Figure 1. Logic cells by family (run 1).
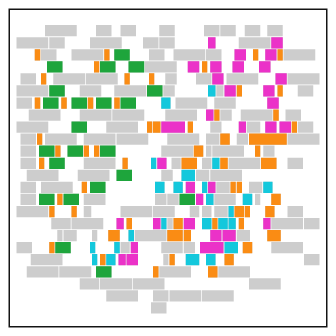
Figure 2. Clock wiring as the flow saved it (run 1).
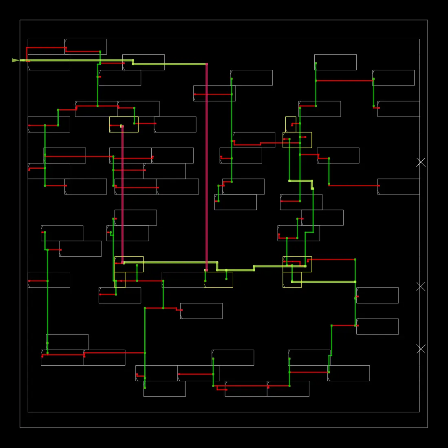
Figure 3. Sizing map (run 1).
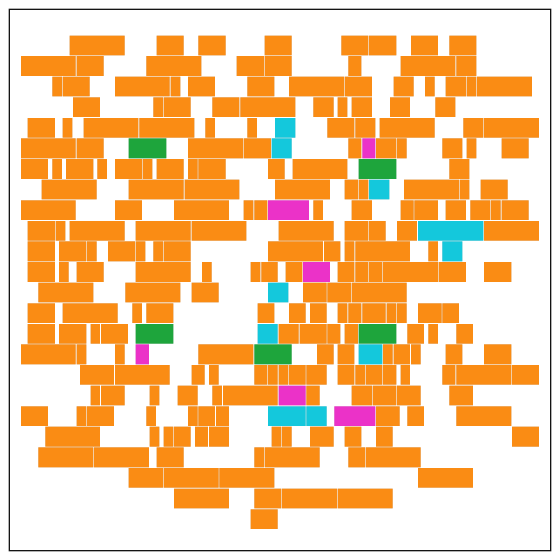
## src/rtl/spi_ram_bridge.sv

```systemverilog
// rtl/spi_ram_bridge.sv - SPI mode-0 slave decoding 16-bit frames into single 16x8 RAM accesses
module spi_ram_bridge #(
  parameter int SYNC_STAGES = 2
) (
  input  logic       clk,
  input  logic       rst,
  input  logic       sclk,
  input  logic       cs_n,
  input  logic       mosi,
  output logic       miso,
  output logic       miso_oe,
  output logic       ram_en,
  output logic       ram_rw,
  output logic [3:0] ram_adrs,
  output logic [7:0] ram_din,
  input  logic [7:0] ram_dout,
  output logic       busy,
  output logic       done,
  output logic       frame_err
);

  typedef enum logic [3:0] {
    IDLE, CMD, RD_SETUP, RD_EN, RD_CAP, DATA, WR_SETUP, WR_EN, TRAIL
  } state_t;

  state_t state_q, state_d;

  // Synchronizer chains carry no reset so a reset mid-frame cannot fake a cs_n fall.
  logic [SYNC_STAGES-1:0] sclk_sync_q, cs_sync_q, mosi_sync_q;
  logic sclk_prev_q, cs_prev_q;
  logic sclk_s, cs_s, mosi_s;
  logic sclk_rise, sclk_fall, cs_fall, cs_rise, cs_err;

  logic [4:0] cnt_q, cnt_d;
  logic [7:0] rx_q, rx_d, tx_q, tx_d, rx_byte;
  logic       miso_q, miso_d, miso_oe_q, miso_oe_d;
  logic       ram_en_q, ram_en_d, ram_rw_q, ram_rw_d;
  logic [3:0] ram_adrs_q, ram_adrs_d;
  logic [7:0] ram_din_q, ram_din_d;
  logic       busy_q, busy_d, done_q, done_d, err_q, err_d, abort_q, abort_d;

  always_ff @(posedge clk) begin
    sclk_sync_q <= {sclk_sync_q[SYNC_STAGES-2:0], sclk};
    cs_sync_q   <= {cs_sync_q[SYNC_STAGES-2:0], cs_n};
    mosi_sync_q <= {mosi_sync_q[SYNC_STAGES-2:0], mosi};
  end

  assign sclk_s    = sclk_sync_q[SYNC_STAGES-1];
  assign cs_s      = cs_sync_q[SYNC_STAGES-1];
  assign mosi_s    = mosi_sync_q[SYNC_STAGES-1];
  assign sclk_rise = ~cs_s & sclk_s & ~sclk_prev_q;
  assign sclk_fall = ~cs_s & ~sclk_s & sclk_prev_q;
  assign cs_fall   = cs_prev_q & ~cs_s;
  assign cs_rise   = ~cs_prev_q & cs_s;
  assign cs_err    = cs_rise && (cnt_q != 5'd0) && (cnt_q < 5'd16);
  assign rx_byte   = {rx_q[6:0], mosi_s};

  always_comb begin
    state_d    = state_q;
    cnt_d      = cnt_q;
    rx_d       = rx_q;
    tx_d       = tx_q;
    miso_d     = miso_q;
    miso_oe_d  = ~cs_s;
    ram_rw_d   = ram_rw_q;
    ram_adrs_d = ram_adrs_q;
    ram_din_d  = ram_din_q;
    busy_d     = busy_q;
    done_d     = 1'b0;
    err_d      = 1'b0;
    abort_d    = abort_q;

    if (state_q != IDLE && sclk_rise) begin
      if (cnt_q != 5'd31) cnt_d = cnt_q + 5'd1;
      rx_d = rx_byte;
    end

    case (state_q)
      IDLE: begin
        if (cs_fall) begin
          state_d = CMD;
          cnt_d   = 5'd0;
          rx_d    = 8'h00;
          tx_d    = 8'h00;
          abort_d = 1'b0;
        end
      end
      CMD: begin
        miso_d = 1'b0;
        if (cs_rise) begin
          err_d   = cs_err;
          state_d = IDLE;
        end else if (sclk_rise && cnt_q == 5'd7) begin
          ram_rw_d   = rx_byte[7];
          ram_adrs_d = rx_byte[3:0];
          state_d    = rx_byte[7] ? RD_SETUP : DATA;
        end
      end
      RD_SETUP: begin
        if (cs_err) begin
          err_d   = 1'b1;
          state_d = IDLE;
        end else begin
          state_d = RD_EN;
        end
      end
      RD_EN: begin
        // An abort here still lets the RAM read finish; the flag suppresses the shift-out.
        if (cs_err) begin
          err_d   = 1'b1;
          abort_d = 1'b1;
        end
        state_d = RD_CAP;
      end
      RD_CAP: begin
        done_d = 1'b1;
        if (abort_q || cs_err) begin
          err_d   = cs_err;
          state_d = IDLE;
        end else begin
          tx_d    = ram_dout;
          miso_d  = ram_dout[7];
          state_d = DATA;
        end
      end
      DATA: begin
        if (cs_rise) begin
          err_d   = cs_err;
          state_d = IDLE;
        end else begin
          if (ram_rw_q && sclk_fall) begin
            miso_d = tx_q[7];
            tx_d   = {tx_q[6:0], 1'b0};
          end
          if (sclk_rise && cnt_q == 5'd15) begin
            if (ram_rw_q) begin
              state_d = TRAIL;
            end else begin
              ram_din_d = rx_byte;
              state_d   = WR_SETUP;
            end
          end
        end
      end
      WR_SETUP: begin
        ram_rw_d = 1'b0;
        state_d  = WR_EN;
      end
      WR_EN: begin
        done_d   = 1'b1;
        ram_rw_d = 1'b1;
        state_d  = TRAIL;
      end
      TRAIL: begin
        miso_d = 1'b0;
        if (cs_s) state_d = IDLE;
      end
      default: state_d = IDLE;
    endcase

    if (state_d == IDLE) begin
      ram_rw_d = 1'b1;
      miso_d   = 1'b0;
      busy_d   = 1'b0;
    end else if (state_q != IDLE && sclk_rise) begin
      busy_d = 1'b1;
    end

    // The strobe is a pure function of the next state, so it never overlaps an address/data change.
    ram_en_d = (state_d == RD_EN) || (state_d == WR_EN);
  end

  always_ff @(posedge clk) begin
    if (rst) begin
      state_q     <= IDLE;
      sclk_prev_q <= 1'b0;
      cs_prev_q   <= 1'b0;
      cnt_q       <= 5'd0;
      rx_q        <= 8'h00;
      tx_q        <= 8'h00;
      miso_q      <= 1'b0;
      miso_oe_q   <= 1'b0;
      ram_en_q    <= 1'b0;
      ram_rw_q    <= 1'b1;
      ram_adrs_q  <= 4'h0;
      ram_din_q   <= 8'h00;
      busy_q      <= 1'b0;
      done_q      <= 1'b0;
      err_q       <= 1'b0;
      abort_q     <= 1'b0;
    end else begin
      state_q     <= state_d;
      sclk_prev_q <= sclk_s;
      cs_prev_q   <= cs_s;
      cnt_q       <= cnt_d;
      rx_q        <= rx_d;
      tx_q        <= tx_d;
      miso_q      <= miso_d;
      miso_oe_q   <= miso_oe_d;
      ram_en_q    <= ram_en_d;
      ram_rw_q    <= ram_rw_d;
      ram_adrs_q  <= ram_adrs_d;
      ram_din_q   <= ram_din_d;
      busy_q      <= busy_d;
      done_q      <= done_d;
      err_q       <= err_d;
      abort_q     <= abort_d;
    end
  end

  assign miso      = miso_q;
  assign miso_oe   = miso_oe_q;
  assign ram_en    = ram_en_q;
  assign ram_rw    = ram_rw_q;
  assign ram_adrs  = ram_adrs_q;
  assign ram_din   = ram_din_q;
  assign busy      = busy_q;
  assign done      = done_q;
  assign frame_err = err_q;

endmodule

```

## config.mk

```make
export PLATFORM = sky130hd
export DESIGN_NAME = spi_ram_bridge
export DESIGN_NICKNAME = d
export VERILOG_FILES = /design/src/rtl/spi_ram_bridge.sv
export SDC_FILE = /design/constraint.sdc
export NUM_CORES = 1
export LEC_CHECK = 0
export CORE_UTILIZATION = 45
export DETAILED_ROUTE_END_ITERATION = 8
export PLACE_DENSITY = 0.68
export SYNTH_ARGS = -nofsm -noshare
export SYNTH_HDL_FRONTEND = slang
export SYNTH_SLANG_ARGS = --single-unit
```

## constraint.sdc

```tcl
create_clock -name clk -period 2.63 [get_ports clk]
set_input_delay 0.526 -clock clk [delete_from_list [all_inputs] [get_ports clk]]
set_output_delay 0.526 -clock clk [all_outputs]
set_load 0.02 [all_outputs]
```

==> Changelog: implementation, run 1 <==
## Implementation

- Reg area: 1040 µm²
- Crit path time final: 2.25 ns
- Max incr delay on CP: 0.43 ns
- Tool Warnings: 27
- Element type at the critical path start: flop
- GR Util All Layers: 18.4%
- CP Buf/Inv Count: 1
- RSZ-0062 raised after global routing: no
- Max_slew headroom: 64.8%
- Syn_area_per_cell: 9.52 µm²
- Synth cell types: 41
- CP top delay family: simple AND/OR/NAND/NOR gates
- RePlAce Congestion: 0.963
- Grt ovf: 0
- Min-delay src: sclk_sync_q[0]
- Crit Path Class: reg -> reg
- Setup violators final: 0
- First-pass DRT Iterations: 6
- Endpoint of the worst hold path: sclk_sync_q[1]
- Reg clk slew, reported paths: 0.09 ns
- Core area: 4470 µm²
- VDD IR max: 0.000358 V
- Chip Height: 71.3 µm
- Static leakage: 0.955 nW
- Antenna Nets Post-Route: 0
- DR DRC count: 3
- Postcts setup bufs: 0
- Failing checks: DRC
- Total number of vias: 1694
- FP Core Util: 48.3%
- Worst Path Arrival: 2.46 ns
- Final WL: 4260 µm
- Synthesized instance count: 227
- Fmax: 445 MHz
- Outcome: finished with violations
- Port bufs: 31
- P_sw: 0.000309 W
- Worst Tran Pin Value: 0.525 ns
- Clock-net power: 0.000450 W
- Worst Reg-to-Reg Cells: 8
- Post-synth ARST share: 0%
- Pwr top: sequential cells
- Synth top cells by count: 52 x dfxtp_1, 41 x nor2_1, 22 x mux2i_1
- Max_cap viols: 0
- Nets: 273
- Internal Power: 0.00102 W
- Pwr Density: 510 nW/µm²
- First-pass GRT wire length: 7400 µm
- Die Wd: 71.3 µm
- Row cnt: 24
- Slowest cell on crit path: nor4_1
- CTS max path bufs: 2
- Worst EP required: 2.84 ns
- Depth of the CTS H-tree: 2
- Fraction of power spent switching nets: 23.2%
- Root Buffer Master: clkbuf_8
- Die area: 5090 µm²
- CP Cell Sequence: inv_1 -> ha_1 -> nor3b_1 -> o31ai_1 -> a22o_1 -> nor4_1 -> nor2_1 -> a2111oi_2
- Main area contributors: dfxtp_1 48%, mux2i_1 10%, nor2_1 7.1%, a211oi_1 2.8%, a22oi_1 2.4%
- Most frequent cell after synthesis: dfxtp_1
- Cell type with the largest total area: dfxtp_1
- Diodes inserted: 0
- Seq pwr share: 60.9%
- Clock share of power: 33.8%
- Largest net degree at the start of global routing: 21
- EDFF count, synth: 0
-- Figure 1 (at the start) --
family	colour	cells
multiplexers	green	22
inverting AOI/OAI gates	magenta	32
NOR gates	orange	59
NAND gates	cyan	24

-- Figure 2 (at the start) --
clk_lat worst skew: 0.31 ns
cts bufs inserted: 5

-- Figure 3 (at the start) --
size	colour	cells
drive 1 or less	orange	238
drive 2	magenta	6
drive 6 and up	green	5
drive 3 to 4	cyan	10

==> run 1: metrics by stage <==
| stage | cell area, µm² | power (W) | util [%] | worst slack (ns) | hold WS, ns |
|---|---|---|---|---|---|
| finish | 2610 | 0.00133 | 58.3 | 0.384 | 0.333 |
| global placement | 2520 | 0.000901 | 56.4 | 0.435 | 0.310 |
| detailed placement | 2520 | 0.000901 | 56.4 | 0.429 | 0.312 |
| global route | 2610 | 0.00138 | 58.3 | 0.181 | 0.343 |
| CTS | 2610 | 0.00134 | 58.3 | 0.397 | 0.333 |
| floorplan | 2160 | 0.000869 | - | 0.613 | 0.310 |
==> run 1: cell usage in the layout, fill, tap and decap left out, types with 2 or more instances in the layout <==
master,count
dfxtp_1,52
nor2_1,41
clkdlybuf4s50_1,31
mux2i_1,22
nand2_1,8
a211oi_1,8
a21oi_1,8
nor2b_1,7
a22oi_1,7
buf_4,7
inv_1,6
nand2b_1,5
clkbuf_8,5
nand3_1,4
nand4_1,4
nand4b_1,3
nor3_1,3
nor3_2,2
and2_1,2
and3_1,2
o21a_1,2
a22o_1,2
a2111oi_2,2
o21ai_0,2
nor4_1,2
xnor2_1,2
a31oi_1,2
ha_1,2
clkinv_2,2
==> run 1: registers in the layout (all words and copies together), names as in the netlist <==
| name | count |
|---|---|
| ram_din | 8 |
| tx_q | 8 |
| rx_q | 7 |
| cnt_q | 5 |
| ram_adrs | 4 |
| state_q | 4 |
| cs_sync_q | 2 |
| mosi_sync_q | 2 |
| sclk_sync_q | 2 |
| abort_q | 1 |
| busy | 1 |
| cs_prev_q | 1 |
| done | 1 |
| frame_err | 1 |
| miso | 1 |
| miso_oe | 1 |
| ram_en | 1 |
| ram_rw | 1 |
| sclk_prev_q | 1 |
==> run 1: cell type report <==
cell class                      instances  area share [%]
Timing Repair Buffer                   38            13.9
Tap cell                               52            2.49
Multi-Input combinational cell        155            39.5
Clock inverter                          3           0.719
Clock buffer                            5            2.64
Inverter                                6           0.863
Sequential cell                        52            39.9
==> run 1: logic make-up after synthesis <==
family	Yosys count	share of synthesized area [%]
AND-OR/OR-AND	40	13.7
adder cells (fa/ha/maj)	2	1.16
AND/OR/NAND/NOR	89	21.9
buffers and inverters	20	4.17
XOR/XNOR	2	0.810
multiplexers	22	10.2
flip-flops	52	48.1
==> run 1: worst max-delay path by stage <==
stage | start | endpoint | slack [ns] | cells past startpoint
final | cnt_q[0] | miso | 0.38 | 8
after global routing | cnt_q[0] | miso | 0.18 | 8
after CTS | cnt_q[0] | miso | 0.40 | 8
after detailed placement | cnt_q[0] | miso | 0.43 | 8
after global placement | cnt_q[0] | miso | 0.44 | 8
after floorplan | cs_sync_q[1] | ram_rw | 0.61 | 7
==> run 1: layer usage <==
layer | share of wire [%] | global-route usage, % | routed length (µm)
met1 | 49 | 24.4 | 2090
met2 | 44 | 27.8 | 1880
met3 | 4.4 | 3.66 | 189
met4 | 2.3 | 10.9 | 100
met5 | 0 | 0 | 0
==> run 1: worst register-to-register path, cell delays in order (launching register included) <==
cell       delay, ns
dfxtp_1         0.34
inv_1           0.09
ha_1            0.15
nor3b_1         0.33
o31ai_1         0.15
a22o_1          0.24
nor4_1          0.43
nor2_1          0.10
a2111oi_2       0.32
Figure 4. M2 wires (run 1).
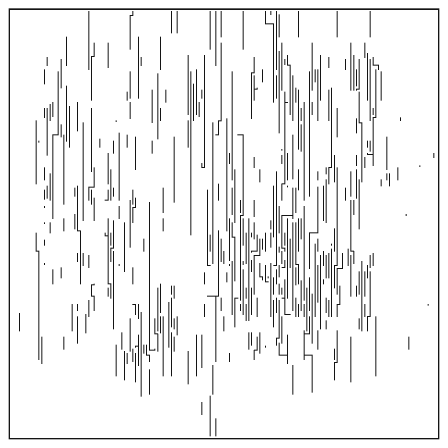

==> run 1 -> run 2 <==
--- a/config.mk
+++ b/config.mk
@@ -7,7 +7,7 @@
 export LEC_CHECK = 0
 export CORE_UTILIZATION = 45
 export DETAILED_ROUTE_END_ITERATION = 8
-export PLACE_DENSITY = 0.68
+export PLACE_DENSITY = 0.66
 export SYNTH_ARGS = -nofsm -noshare
 export SYNTH_HDL_FRONTEND = slang
 export SYNTH_SLANG_ARGS = --single-unit
==> constraint.sdc (replaced) <==
create_clock -name clk -period 2.4 [get_ports clk]
set_input_delay 0.48 -clock clk [delete_from_list [all_inputs] [get_ports clk]]
set_output_delay 0.48 -clock clk [all_outputs]
set_load 0.02 [all_outputs]
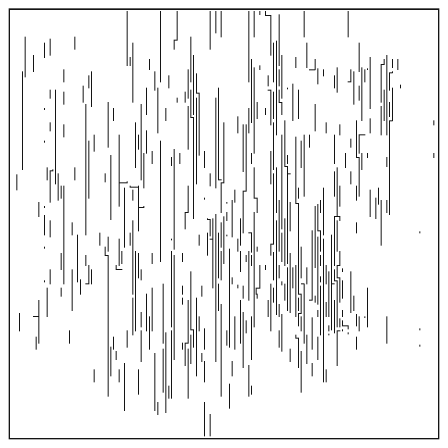
Figure 5: run 2, M2 wires.
main direction	vertical
share of all routed wire	45%
longest straight run	24.5 µm

==> run 2 against run 1 <==
The flow still finishes with violations (DRC). Sequential share of layout area shrank 1.2 points. Setup slack got worse by 0.073 ns. Cell count increased by 1.6%. Critical path type unchanged. Critical endpoint is now ram_en. Largest power group unchanged.
==> Changelog: implementation, run 2 <==
## Implementation

- Dominant logic cell type in the layout: dfxtp_1
- Tool Warnings: 27
- XOR Share, Synth: 0.810%
- RSZ-0062 raised after global routing: no
- Fmax: 479 MHz
- Synthesized instance count: 227
- Outcome: finished with violations
- Grt ovf: 0
- Share of layout cells above drive strength 1: 10.2%
- Nets: 278
- Fillers: 403
- Number of global-route vias before repair: 1530
- DRT iter0 DRCs: 72
- Chip Height: 71.3 µm
- Chip Area, Yosys: 2160 µm²
- Worst Path Arrival: 2.34 ns
- # Cells Yosys: 227
- Reg area: 1040 µm²
- Final Hold Fails: 0
- GR Util All Layers: 18.6%
- Port bufs: 31
- Main flop type: dfxtp_1
- Comb area: 1040 µm²
- Max_cap viols: 0
- Syn_area_per_cell: 9.52 µm²
- Total number of vias: 1717
- Reg2Reg Setup Slack: 0.31 ns
- Simple-Gate Area Share: 21.9%
- Crit path time final: 2.09 ns
- Diodes inserted: 0
- Final WL: 4280 µm
- Syn_nets: 242
- Clk_lat worst skew: 0.30 ns
- Adder share: 1.16%
- Most frequent cell after synthesis: dfxtp_1
- Cell depth of the worst min-delay path: 0
- Row cnt: 24
- Clk sinks: 52
- Vias/cell: 5.43
- Reg clk slew, reported paths: 0.09 ns
- Mapped Area: 2160 µm²
- Final setup TNS: 0 ns
- Tcrit/Tclk final: 87.0%
- Ao+oa area frac: 13.7%
- Top cell type's share of synthesized area: 48.1%
- Reg2reg start: cs_sync_q[1]
- Endpoint of the worst hold path: mosi_sync_q[1]
- CTS tree: yes
- Die Wd: 71.3 µm
- Die area: 5090 µm²
- Setup WS pre-CTS: 0.209 ns
- Postcts setup bufs: 0
- Root Buffer Master: clkbuf_8
- RR Endpoint: ram_en
- Mux share: 10.2%
- VDD IR max: 0.000432 V
- Min-delay src: mosi_sync_q[0]
- Depth of the CTS H-tree: 2
- Synth cell types: 41
- Final setup skew: 0.00508 ns
- Num ports: 32
- First-pass GRT wire length: 7380 µm
- Top logic family: simple AND/OR/NAND/NOR gates
- Element type at the critical path start: flop
- Synth Register Bits: 52
- Fin worst setup slack: 0.311 ns
- Worst Tran Pin Value: 0.605 ns
- Ys Warns: 0
- Seq share, synth: 48.1%
- Max_slew headroom: 59.6%
- Worst EP required: 2.65 ns
- Slew Viols, Final: 0
- Main area contributors: dfxtp_1 48%, mux2i_1 10%, nor2_1 7.1%, a211oi_1 2.8%, a22oi_1 2.4%
- Worst-path fanout max: 9
- Most frequent cells in the layout: 52 x dfxtp_1, 41 x nor2_1, 31 x clkdlybuf4s50_1
- Static leakage: 0.996 nW
- FP Core Util: 48.3%
- Largest net degree at the start of global routing: 17
- RePlAce Congestion: 0.916
- Pwr Density: 593 nW/µm²
- Worst Reg-to-Reg Cells: 7
- Per-cell routed wire length: 13.5 µm
- Dpl hpwl: 3060 µm
- First-pass DRT Iterations: 6
- Core area: 4470 µm²
- EDFF count, synth: 0
- Nature of the critical path endpoint: flop
- Setup violators final: 0
- DR DRC count: 3
- Hold WC Path Type: reg -> reg
- Post-synth ARST share: 0%
- Cts bufs inserted: 5
- Crit Path Class: reg -> reg
- Antenna Nets Post-Route: 0
- Cell type with the largest total area: dfxtp_1
- Initial antenna violation count: 0
- P&R area growth vs syn: 24.3%
- Failing checks: DRC
- CTS max path bufs: 2
- Synth top cells by count: 52 x dfxtp_1, 41 x nor2_1, 22 x mux2i_1
## run 2: cell counts after synthesis
Identical to the previous run, type by type.
## run 2: cells by family after synthesis
| logic type | Yosys count |
|---|---|
| simple gates | 89 |
| flops | 52 |
| compound gates | 40 |
| mux | 22 |
| buf+inv | 20 |
| xor+xnor | 2 |
| fa+ha+maj | 2 |
## run 2: layer usage
layer	vias up	global-route usage (%)	share of wire [%]
met1	788	25.1	49
li1	877	-	-
met3	5	4.36	4.6
met4	0	7.33	1.4
met2	47	28.8	45
met5	-	0	0
## run 2: cell type report
type / instances / area share (%)
flip-flops and latches: 52 / 38.7
multi-input cells: 155 / 38.6
repair buffers: 43 / 14.9
clock buffers: 6 / 3.07
well taps: 52 / 2.42
clock inverters: 2 / 1.44
inverters: 6 / 0.838
## run 2: power by group
| part | total, W | leakage [nW] | internal, W | switching, W |
|---|---|---|---|---|
| combinational | 0.0000829 | 0.512 | 0.0000412 | 0.0000417 |
| clock | 0.000623 | 0.0614 | 0.000341 | 0.000282 |
| sequential | 0.000887 | 0.423 | 0.000877 | 0.00000924 |
| total | 0.00159 | 0.996 | 0.00126 | 0.000333 |
## run 2: through the flow
stage	instance area, µm²	util, %	instances	power, W	hold slack [ns]
after floorplan	2160	-	227	0.000952	0.310
after global placement	2560	57.2	308	0.000989	0.310
after detailed placement	2560	57.2	308	0.000989	0.315
after CTS	2680	59.9	316	0.00161	0.338
after global routing	2690	60.1	316	0.00166	0.340
final	2690	60.1	316	0.00159	0.334
## run 2: timing repair
item	CTS	global route
setup endpoints to repair	0	1
hold buffers	0	0
gates resized	0	1
## run 2: worst max path at each step
| stage | startpoint | end | cells after the start |
|---|---|---|---|
| 2_1_floorplan | cs_sync_q[1] | ram_rw | 7 |
| 3_3_place_gp | cnt_q[0] | miso | 8 |
| 3_5_place_dp | cnt_q[0] | miso | 8 |
| 4_1_cts | cnt_q[0] | miso | 8 |
| 5_1_grt | cnt_q[0] | miso | 8 |
| 6_report | cs_sync_q[1] | ram_en | 7 |
## run 2: critical path, cell delays in order, from the launching register on
cell and delay, ns:
dfxtp_1 0.39, or4b_4 0.57, nor3_2 0.19, and3_1 0.24, buf_4 0.19, nand2_1 0.06, a31oi_1 0.23, and2_1 0.16
Power is estimated from default activity; no workload was simulated.
